Signal metal coverage by tile:
Drawn at 2 px/µm. The die is cut into 30 by 23 equal tiles; dark purple is low, yellow is high, scaled to the fullest tile. Values are wire area over tile area, all layers added.
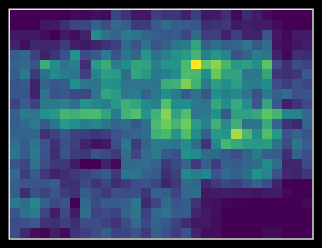
Layout detail:
Region (51, 55) to (101, 105) µm. Cells in gray, sequential cells in the stronger gray; small squares are vias.
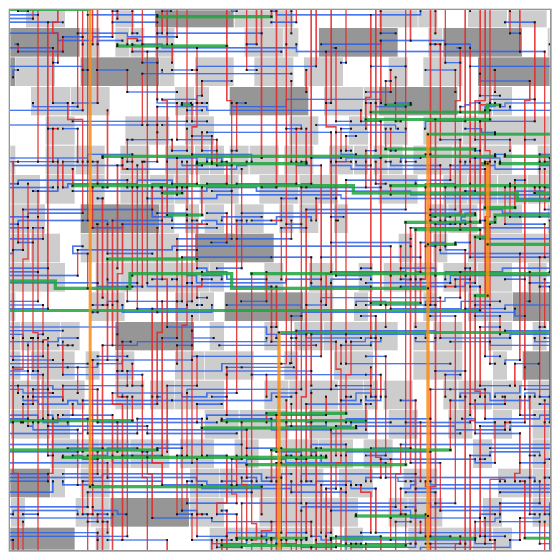
Placement view:
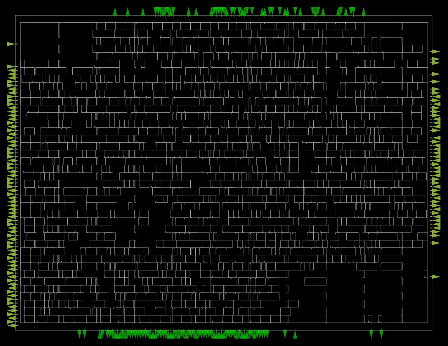
Floorplan with the power grid:
Drawn at 3 px/µm. Pins as bars on the die edge.
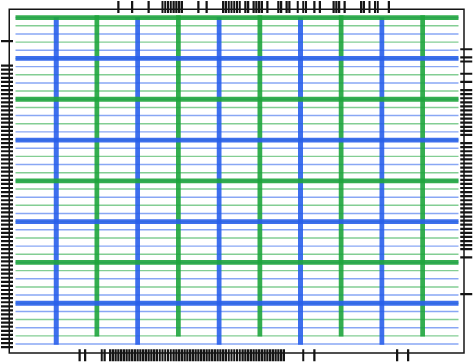
Cells by drive strength:
Drawn at 2 px/µm.
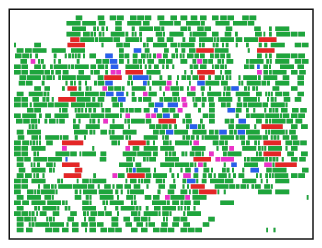
==> config.mk <==
export PLATFORM = sky130hd
export DESIGN_NAME = mem_access_unit
export DESIGN_NICKNAME = d
export VERILOG_FILES = /design/src/rtl/mem_access_unit_pkg.sv /design/src/rtl/mau_lane.sv /design/src/rtl/mem_access_unit.sv
export SDC_FILE = /design/constraint.sdc
export NUM_CORES = 1
export LEC_CHECK = 0
export CAP_MARGIN = 20
export CORE_ASPECT_RATIO = 0.75
export CORE_MARGIN = 1.5
export CORE_UTILIZATION = 41
export CTS_CLUSTER_SIZE = 16
export DETAILED_ROUTE_END_ITERATION = 6
export GPL_ROUTABILITY_DRIVEN = 0
export PLACE_DENSITY_LB_ADDON = 0.25
export SLEW_MARGIN = 40
export SYNTH_ARGS = -nofsm -noshare
export SYNTH_HDL_FRONTEND = slang
export SYNTH_SLANG_ARGS = --single-unit
==> constraint.sdc <==
create_clock -name clk -period 2.6 [get_ports clk]
set_input_delay 0.26 -clock clk [delete_from_list [all_inputs] [get_ports clk]]
set_output_delay 0.26 -clock clk [all_outputs]
set_load 0.02 [all_outputs]
==> impl_summary.log <==
[report] extracting results
INFO  metric detailed_place_hpwl = 15.9 mm
INFO  metric post-layout-total-power = 0.00608 W
INFO  metric cts_htree_levels = 4
INFO  metric ff2ff_setup_slack = 0.39 ns
INFO  metric yosysTopAreaCell = sky130_fd_sc_hd__dfxtp_1
INFO  metric area_dominant_class = multi-input combinational cells
INFO  metric critical_path_cell_count = 6
INFO  metric ys_seq_share = 42.4%
INFO  metric common_cells = sky130_fd_sc_hd__nand2_1 (197), sky130_fd_sc_hd__dfxtp_1 (143), sky130_fd_sc_hd__a21oi_1 (100)
INFO  metric cpLargestDelayFamily = simple AND/OR/NAND/NOR gates
INFO  metric layout.cells.most_common = sky130_fd_sc_hd__clkdlybuf4s50_1
INFO  metric synthesis.instances = 825
INFO  metric via_to_cell_ratio = 5.55
INFO  metric and_or_or_and_cells_area_fraction = 19.6%
INFO  metric crit_path_start_kind = register
INFO  metric sequentialPowerShare = 39.7%
INFO  metric nWellTaps = 210
INFO  metric largest_net_degree_at_the_start_of_global_routing = 86
INFO  metric port-buffer-count = 229
INFO  metric ys_top_cells_by_area = sky130_fd_sc_hd__dfxtp_1 (42%), sky130_fd_sc_hd__nand2_1 (11%), sky130_fd_sc_hd__a21oi_1 (7.4%), sky130_fd_sc_hd__buf_4 (4.0%), sky130_fd_sc_hd__nand3_1 (2.7%)
INFO  metric top_flip_flop_cell_by_instance_count_after_synthesis = sky130_fd_sc_hd__dfxtp_1
INFO  metric clock_latency = 0.43 ns
INFO  metric tool_warnings = 31
INFO  metric seqCellArea = 0.00286 mm²
INFO  metric pg_seq = 0.00241 W
INFO  metric top_area_share = 42.4%
INFO  metric grt_overflow_total = 0
INFO  metric worst_hold_path_type = input pin to register
INFO  metric reg2reg_path_depth = 6
INFO  metric internal_pwr_total = 0.00438 W
INFO  metric final.hold.worst_slack = 0.373 ns
INFO  metric comb_area = 0.00334 mm²
INFO  metric synth.cellmix.simpleShare = 23.1%
INFO  metric worst_setup_path_end_kind = register
INFO  metric crit_type = register to register
INFO  metric critical_path.cell_chain = inv_1 -> ha_1 -> nor3b_2 -> and4_1 -> a21oi_1 -> o221ai_1
INFO  metric maxClockFrequency = 453 MHz
INFO  metric pg_comb = 0.00112 W
INFO  metric top_pwr_grp = clock
INFO  metric flop-count = 143
INFO  metric die_area = 0.0172 mm²
INFO  metric clock_tree_from_tritoncts = yes
INFO  metric synthesis.yosys.warnings = 0
INFO  metric worst_slew_pin_slew = 0.720 ns
INFO  metric final_core_util = 59.7%
INFO  metric grt_busiest_layer = met1
INFO  metric routed-wl-met3 = 2.63 mm
INFO  metric grt_usage = 26.1%
INFO  metric place_inst = 1192
INFO  metric status = complete, no violations
INFO  metric grt_use_met2 = 37.7%
INFO  metric timing.setup.tns = 0 ns
INFO  metric timing.max_cap.violations = 0
INFO  metric power.static_leakage = 3.45 nW
INFO  metric inverters_excl_clock = 6
INFO  metric power.share.combinational = 18.5%
INFO  metric grt_use_met3 = 7.61%
INFO  metric area.share.combinational = 34.9%
INFO  metric met2_wirelength = 9.66 mm
INFO  metric timing.clock.skew = 0.00644 ns
INFO  metric post_cts_resized = 0
## Picture notes: 'signal metal coverage by tile'
The mean over all tiles is 0.22. 8.6% of the tiles are nearly empty. 14% of the tiles are over half the peak. The fullest tile reaches 0.77.
total routed wirelength: 22.4 mm
routed vias: 6791
Routed WL per cell: 18.3 µm

## Picture notes: 'layout detail'
Blue stands for met1. Red stands for met2. Green stands for met3. Orange stands for met4.
Sequential cells in the window: 15. Most frequent: nand2_1 (25), clkdlybuf4s50_1 (17), a21oi_1 (16). 204 logic cells have their middle in the window.

## Picture notes: 'placement view'
non-filler instance count after layout: 1224
proportion of cell area occupied by registers: 29.9%
Row Count: 40
number of fill cells: 1424

## Picture notes: 'floorplan with the power grid'
Green stands for VDD. Blue stands for VSS.
10 straps on met4. 235 signal pins sit on the boundary. 41 met1 rails follow the rows. The core has 40 rows.
die span in x: 151 µm
core area: 0.0161 mm²
vertical die size: 114 µm

## Picture notes: 'cells by drive strength'
Green stands for drive 1 or less, cells 929. Red stands for drive 6 and up, cells 25. Magenta stands for drive 3 to 4, cells 31. Blue stands for drive 2, cells 29.
post-layout instance area: 0.00959 mm²
area growth from synthesis to final layout: 42.2%
Non-clock buffers: 252
setup ws final: 0.392 ns

Power figures rest on the tool's default switching activity, not on a simulated workload.
